<file path="src/rtl/rgb_sram_packer_if.sv">
// Pixel-in / SRAM-write-out bundle for the RGB packer.
interface rgb_sram_packer_if;
    logic        Pix_valid;
    logic [7:0]  Pix_R;
    logic [7:0]  Pix_G;
    logic [7:0]  Pix_B;
    logic        Pix_ready;
    logic [17:0] SRAM_address;
    logic [15:0] SRAM_write_data;
    logic        SRAM_we_n;

    // Upstream pixel source and SRAM-side observer
    modport master (
        output Pix_valid, Pix_R, Pix_G, Pix_B,
        input  Pix_ready, SRAM_address, SRAM_write_data, SRAM_we_n
    );

    // Packer side
    modport slave (
        input  Pix_valid, Pix_R, Pix_G, Pix_B,
        output Pix_ready, SRAM_address, SRAM_write_data, SRAM_we_n
    );
endinterface

</file>
<file path="src/rtl/rgb_sram_packer.sv">
// Packs a stream of 24-bit RGB pixels, two pixels at a time, into three
// 16-bit SRAM words written at consecutive addresses starting at RGB_BASE.
module rgb_sram_packer #(
    parameter logic [17:0] RGB_BASE   = 18'd146944,
    parameter int unsigned NUM_PIXELS = 76800
) (
    input  logic                Clock,
    input  logic                Reset,
    input  logic                Start,
    rgb_sram_packer_if.slave    bus,
    output logic                Busy,
    output logic                Done
);

    localparam int unsigned ADDR_W = 18;
    localparam int unsigned DATA_W = 16;
    localparam int unsigned CNT_W  = 17;
    // Counter value seen in the S_W2 cycle of the final pixel pair
    localparam logic [CNT_W-1:0] LAST_PAIR_CNT = CNT_W'(NUM_PIXELS - 2);

    typedef enum logic [2:0] {
        S_IDLE,
        S_P0,
        S_P1,
        S_W2,
        S_DONE
    } state_t;

    state_t             state;
    state_t             state_nxt;

    logic [CNT_W-1:0]   pix_cnt;
    logic [ADDR_W-1:0]  wr_addr;
    logic [7:0]         b0_hold;
    logic [7:0]         g1_hold;
    logic [7:0]         b1_hold;

    logic               start_frame_c;
    logic               take_p0_c;
    logic               take_p1_c;
    logic               cnt_inc_c;
    logic               wr_c;
    logic [DATA_W-1:0]  wdata_c;

    // Next-state and per-cycle word selection
    always_comb begin
        state_nxt     = state;
        start_frame_c = 1'b0;
        take_p0_c     = 1'b0;
        take_p1_c     = 1'b0;
        cnt_inc_c     = 1'b0;
        wr_c          = 1'b0;
        wdata_c       = '0;
        case (state)
            S_IDLE: begin
                if (Start) begin
                    start_frame_c = 1'b1;
                    state_nxt     = S_P0;
                end
            end
            S_P0: begin
                if (bus.Pix_valid) begin
                    take_p0_c = 1'b1;
                    wr_c      = 1'b1;
                    wdata_c   = {bus.Pix_R, bus.Pix_G};
                    state_nxt = S_P1;
                end
            end
            S_P1: begin
                if (bus.Pix_valid) begin
                    take_p1_c = 1'b1;
                    wr_c      = 1'b1;
                    wdata_c   = {b0_hold, bus.Pix_R};
                    state_nxt = S_W2;
                end
            end
            S_W2: begin
                cnt_inc_c = 1'b1;
                wr_c      = 1'b1;
                wdata_c   = {g1_hold, b1_hold};
                state_nxt = (pix_cnt == LAST_PAIR_CNT) ? S_DONE : S_P0;
            end
            S_DONE: begin
                state_nxt = S_IDLE;
            end
            default: begin
                state_nxt = S_IDLE;
            end
        endcase
    end

    // State register
    always_ff @(posedge Clock) begin
        if (Reset) begin
            state <= S_IDLE;
        end else begin
            state <= state_nxt;
        end
    end

    // Pixel counter, write address pointer and held pixel components
    always_ff @(posedge Clock) begin
        if (Reset) begin
            pix_cnt <= '0;
            wr_addr <= '0;
            b0_hold <= '0;
            g1_hold <= '0;
            b1_hold <= '0;
        end else begin
            if (start_frame_c) begin
                pix_cnt <= '0;
                wr_addr <= RGB_BASE;
            end else begin
                if (cnt_inc_c) begin
                    pix_cnt <= pix_cnt + CNT_W'(2);
                end
                // Pointer past the last word is never presented on the bus
                if (wr_c) begin
                    wr_addr <= wr_addr + ADDR_W'(1);
                end
            end
            if (take_p0_c) begin
                b0_hold <= bus.Pix_B;
            end
            if (take_p1_c) begin
                g1_hold <= bus.Pix_G;
                b1_hold <= bus.Pix_B;
            end
        end
    end

    // Registered SRAM write port and status outputs
    always_ff @(posedge Clock) begin
        if (Reset) begin
            bus.Pix_ready       <= 1'b0;
            bus.SRAM_we_n       <= 1'b1;
            bus.SRAM_address    <= '0;
            bus.SRAM_write_data <= '0;
            Busy                <= 1'b0;
            Done                <= 1'b0;
        end else begin
            bus.Pix_ready <= (state_nxt == S_P0) || (state_nxt == S_P1);
            bus.SRAM_we_n <= ~wr_c;
            if (wr_c) begin
                bus.SRAM_address    <= wr_addr;
                bus.SRAM_write_data <= wdata_c;
            end
            Busy <= (state_nxt != S_IDLE);
            Done <= (state == S_DONE);
        end
    end

endmodule

</file>
<file path="src/flat_wrapper.sv">
// flat-port wrapper written by rule: the top's interface ports become plain ports
module rgb_sram_packer_flat 
#(
    parameter logic [17:0] RGB_BASE   = 18'd146944,
    parameter int unsigned NUM_PIXELS = 76800
)
  (Clock, Reset, Start, Busy, Done, bus_Pix_valid, bus_Pix_R, bus_Pix_G, bus_Pix_B, bus_Pix_ready, bus_SRAM_address, bus_SRAM_write_data, bus_SRAM_we_n);
  rgb_sram_packer_if bus_i ();
  input  logic Clock;
  input  logic Reset;
  input  logic Start;
  output logic Busy;
  output logic Done;
  input wire logic [$bits(bus_i.Pix_valid)-1:0] bus_Pix_valid;
  input wire logic [$bits(bus_i.Pix_R)-1:0] bus_Pix_R;
  input wire logic [$bits(bus_i.Pix_G)-1:0] bus_Pix_G;
  input wire logic [$bits(bus_i.Pix_B)-1:0] bus_Pix_B;
  output wire logic [$bits(bus_i.Pix_ready)-1:0] bus_Pix_ready;
  output wire logic [$bits(bus_i.SRAM_address)-1:0] bus_SRAM_address;
  output wire logic [$bits(bus_i.SRAM_write_data)-1:0] bus_SRAM_write_data;
  output wire logic [$bits(bus_i.SRAM_we_n)-1:0] bus_SRAM_we_n;
  assign bus_i.Pix_valid = bus_Pix_valid;
  assign bus_i.Pix_R = bus_Pix_R;
  assign bus_i.Pix_G = bus_Pix_G;
  assign bus_i.Pix_B = bus_Pix_B;
  assign bus_Pix_ready = bus_i.Pix_ready;
  assign bus_SRAM_address = bus_i.SRAM_address;
  assign bus_SRAM_write_data = bus_i.SRAM_write_data;
  assign bus_SRAM_we_n = bus_i.SRAM_we_n;
  rgb_sram_packer #(.RGB_BASE(RGB_BASE), .NUM_PIXELS(NUM_PIXELS)) u_core (.Clock(Clock), .Reset(Reset), .Start(Start), .bus(bus_i), .Busy(Busy), .Done(Done));
endmodule
</file>
<file path="config.mk">
export PLATFORM = sky130hd
export DESIGN_NAME = rgb_sram_packer_flat
export DESIGN_NICKNAME = d
export VERILOG_FILES = /design/src/rtl/rgb_sram_packer_if.sv /design/src/rtl/rgb_sram_packer.sv /design/src/flat_wrapper.sv
export SDC_FILE = /design/constraint.sdc
export NUM_CORES = 1
export LEC_CHECK = 0
export ABC_AREA = 0
export CORE_ASPECT_RATIO = 2
export CORE_MARGIN = 3
export CORE_UTILIZATION = 55
export DETAILED_ROUTE_END_ITERATION = 16
export PLACE_DENSITY_LB_ADDON = 0.1
export SYNTH_ARGS = -nofsm -noshare
export SYNTH_HDL_FRONTEND = slang
export SYNTH_SLANG_ARGS = --single-unit
</file>
<file path="constraint.sdc">
create_clock -name Clock -period 2.85 [get_ports Clock]
set_clock_uncertainty 0.15 [all_clocks]
set_input_delay 0.57 -clock Clock [delete_from_list [all_inputs] [get_ports Clock]]
set_output_delay 0.57 -clock Clock [all_outputs]
set_load 0.1 [all_outputs]
</file>
==> ci_impl_report.md <==
### Flow metrics

| Metric | Value |
|---|---|
| Worst Reg2Reg Path Length in Cells | 4 |
| Overflow after GRT | 0 |
| DR WL met2 | 4.957 mm |
| Flop pwr share | 46.4% |
| First-pass DRT Iterations | 6 |
| Cell Area, Placed | 0.004646 mm^2 |
| Starting DRT DRC Count | 284 |
| Inserted Clock Buffers | 9 |
| Cts-stage hold buffer count | 0 |
| TNS Setup | 0 ns |
| Post-synth regs | 99 |
| Final worst slack | 0.5613 ns |
| Unique cell type count in the Yosys netlist | 44 |
| Tap cells | 90 |
| Total power | 3.148 mW |
| Reg area | 0.001982 mm^2 |
| Outcome | finished clean |
| Clock buf count | 11 |
| Top cell excl fill/tap | nand2_1 |
| Remaining DRCs | 0 |
| Top sig layer | met4 |
| Largest net degree at the start of global routing | 39 |
| Combinational Power Share | 13.7% |
| Worst Path Class, Setup | in2reg |
| # Cells Yosys | 486 |
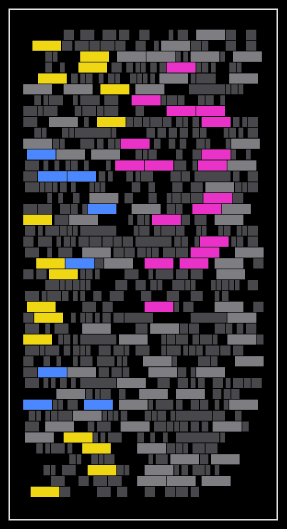
Figure 1: sequential cells grouped by signal name.
Drawn at 4 px/um. Other sequential cells in the stronger gray, the rest of the logic in the fainter gray.
- blue: u_core.b0_hold (placed flops 8)
- magenta: u_core.wr_addr (placed flops 18)
- yellow: u_core.bus.SRAM_write_data (placed flops 16)
- not colored: 57

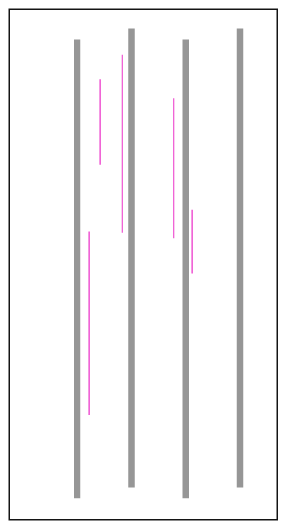
Figure 2: met4 routing.
Drawn at 4 px/um. Supply wires on this layer in gray.
- share of all routed wire: 1.8%
- nets with wire on the layer: 4
- longest straight run: 45.6 um
- wire length on this layer: 161 um
- main direction: vertical
final WL: 9.216 mm
DR vias: 3625

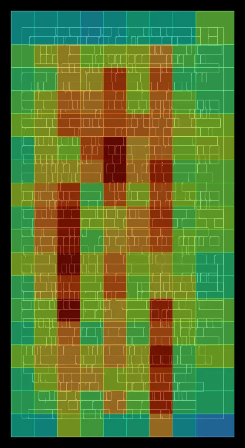
Figure 3: track usage over the die.
per-cell routed wire length: 14.51 um
met2 Use GR: 41.51%

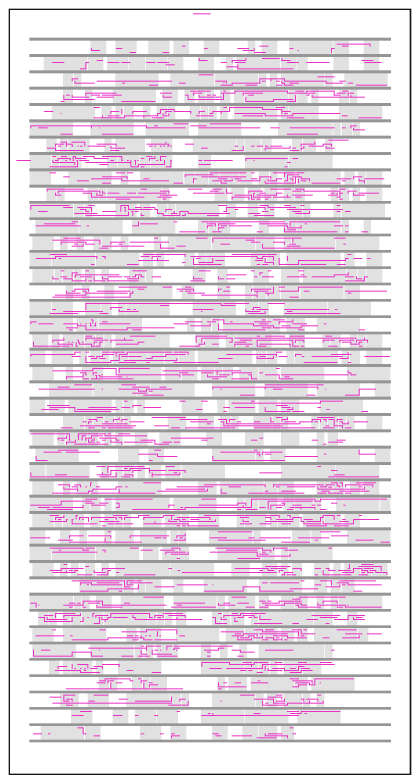
Figure 4: met1 routing.
Drawn at 6 px/um. Supply wires on this layer in gray.
- main direction: horizontal
- nets with wire on the layer: 520
- wire length on this layer: 3630 um
- longest straight run: 22.5 um
- share of all routed wire: 39%

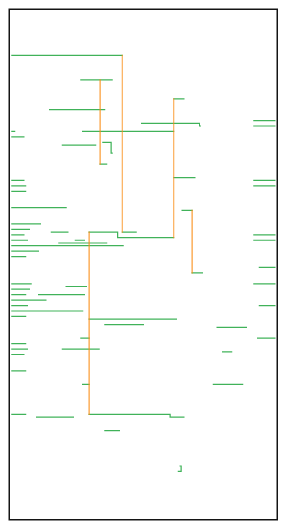
Figure 5: wiring by layer.
Drawn at 4 px/um. Two of the layers only.
- green: metal 3 (wire length 473 um)
- orange: metal 4 (wire length 161 um)

Power figures rest on the tool's default switching activity, not on a simulated workload.
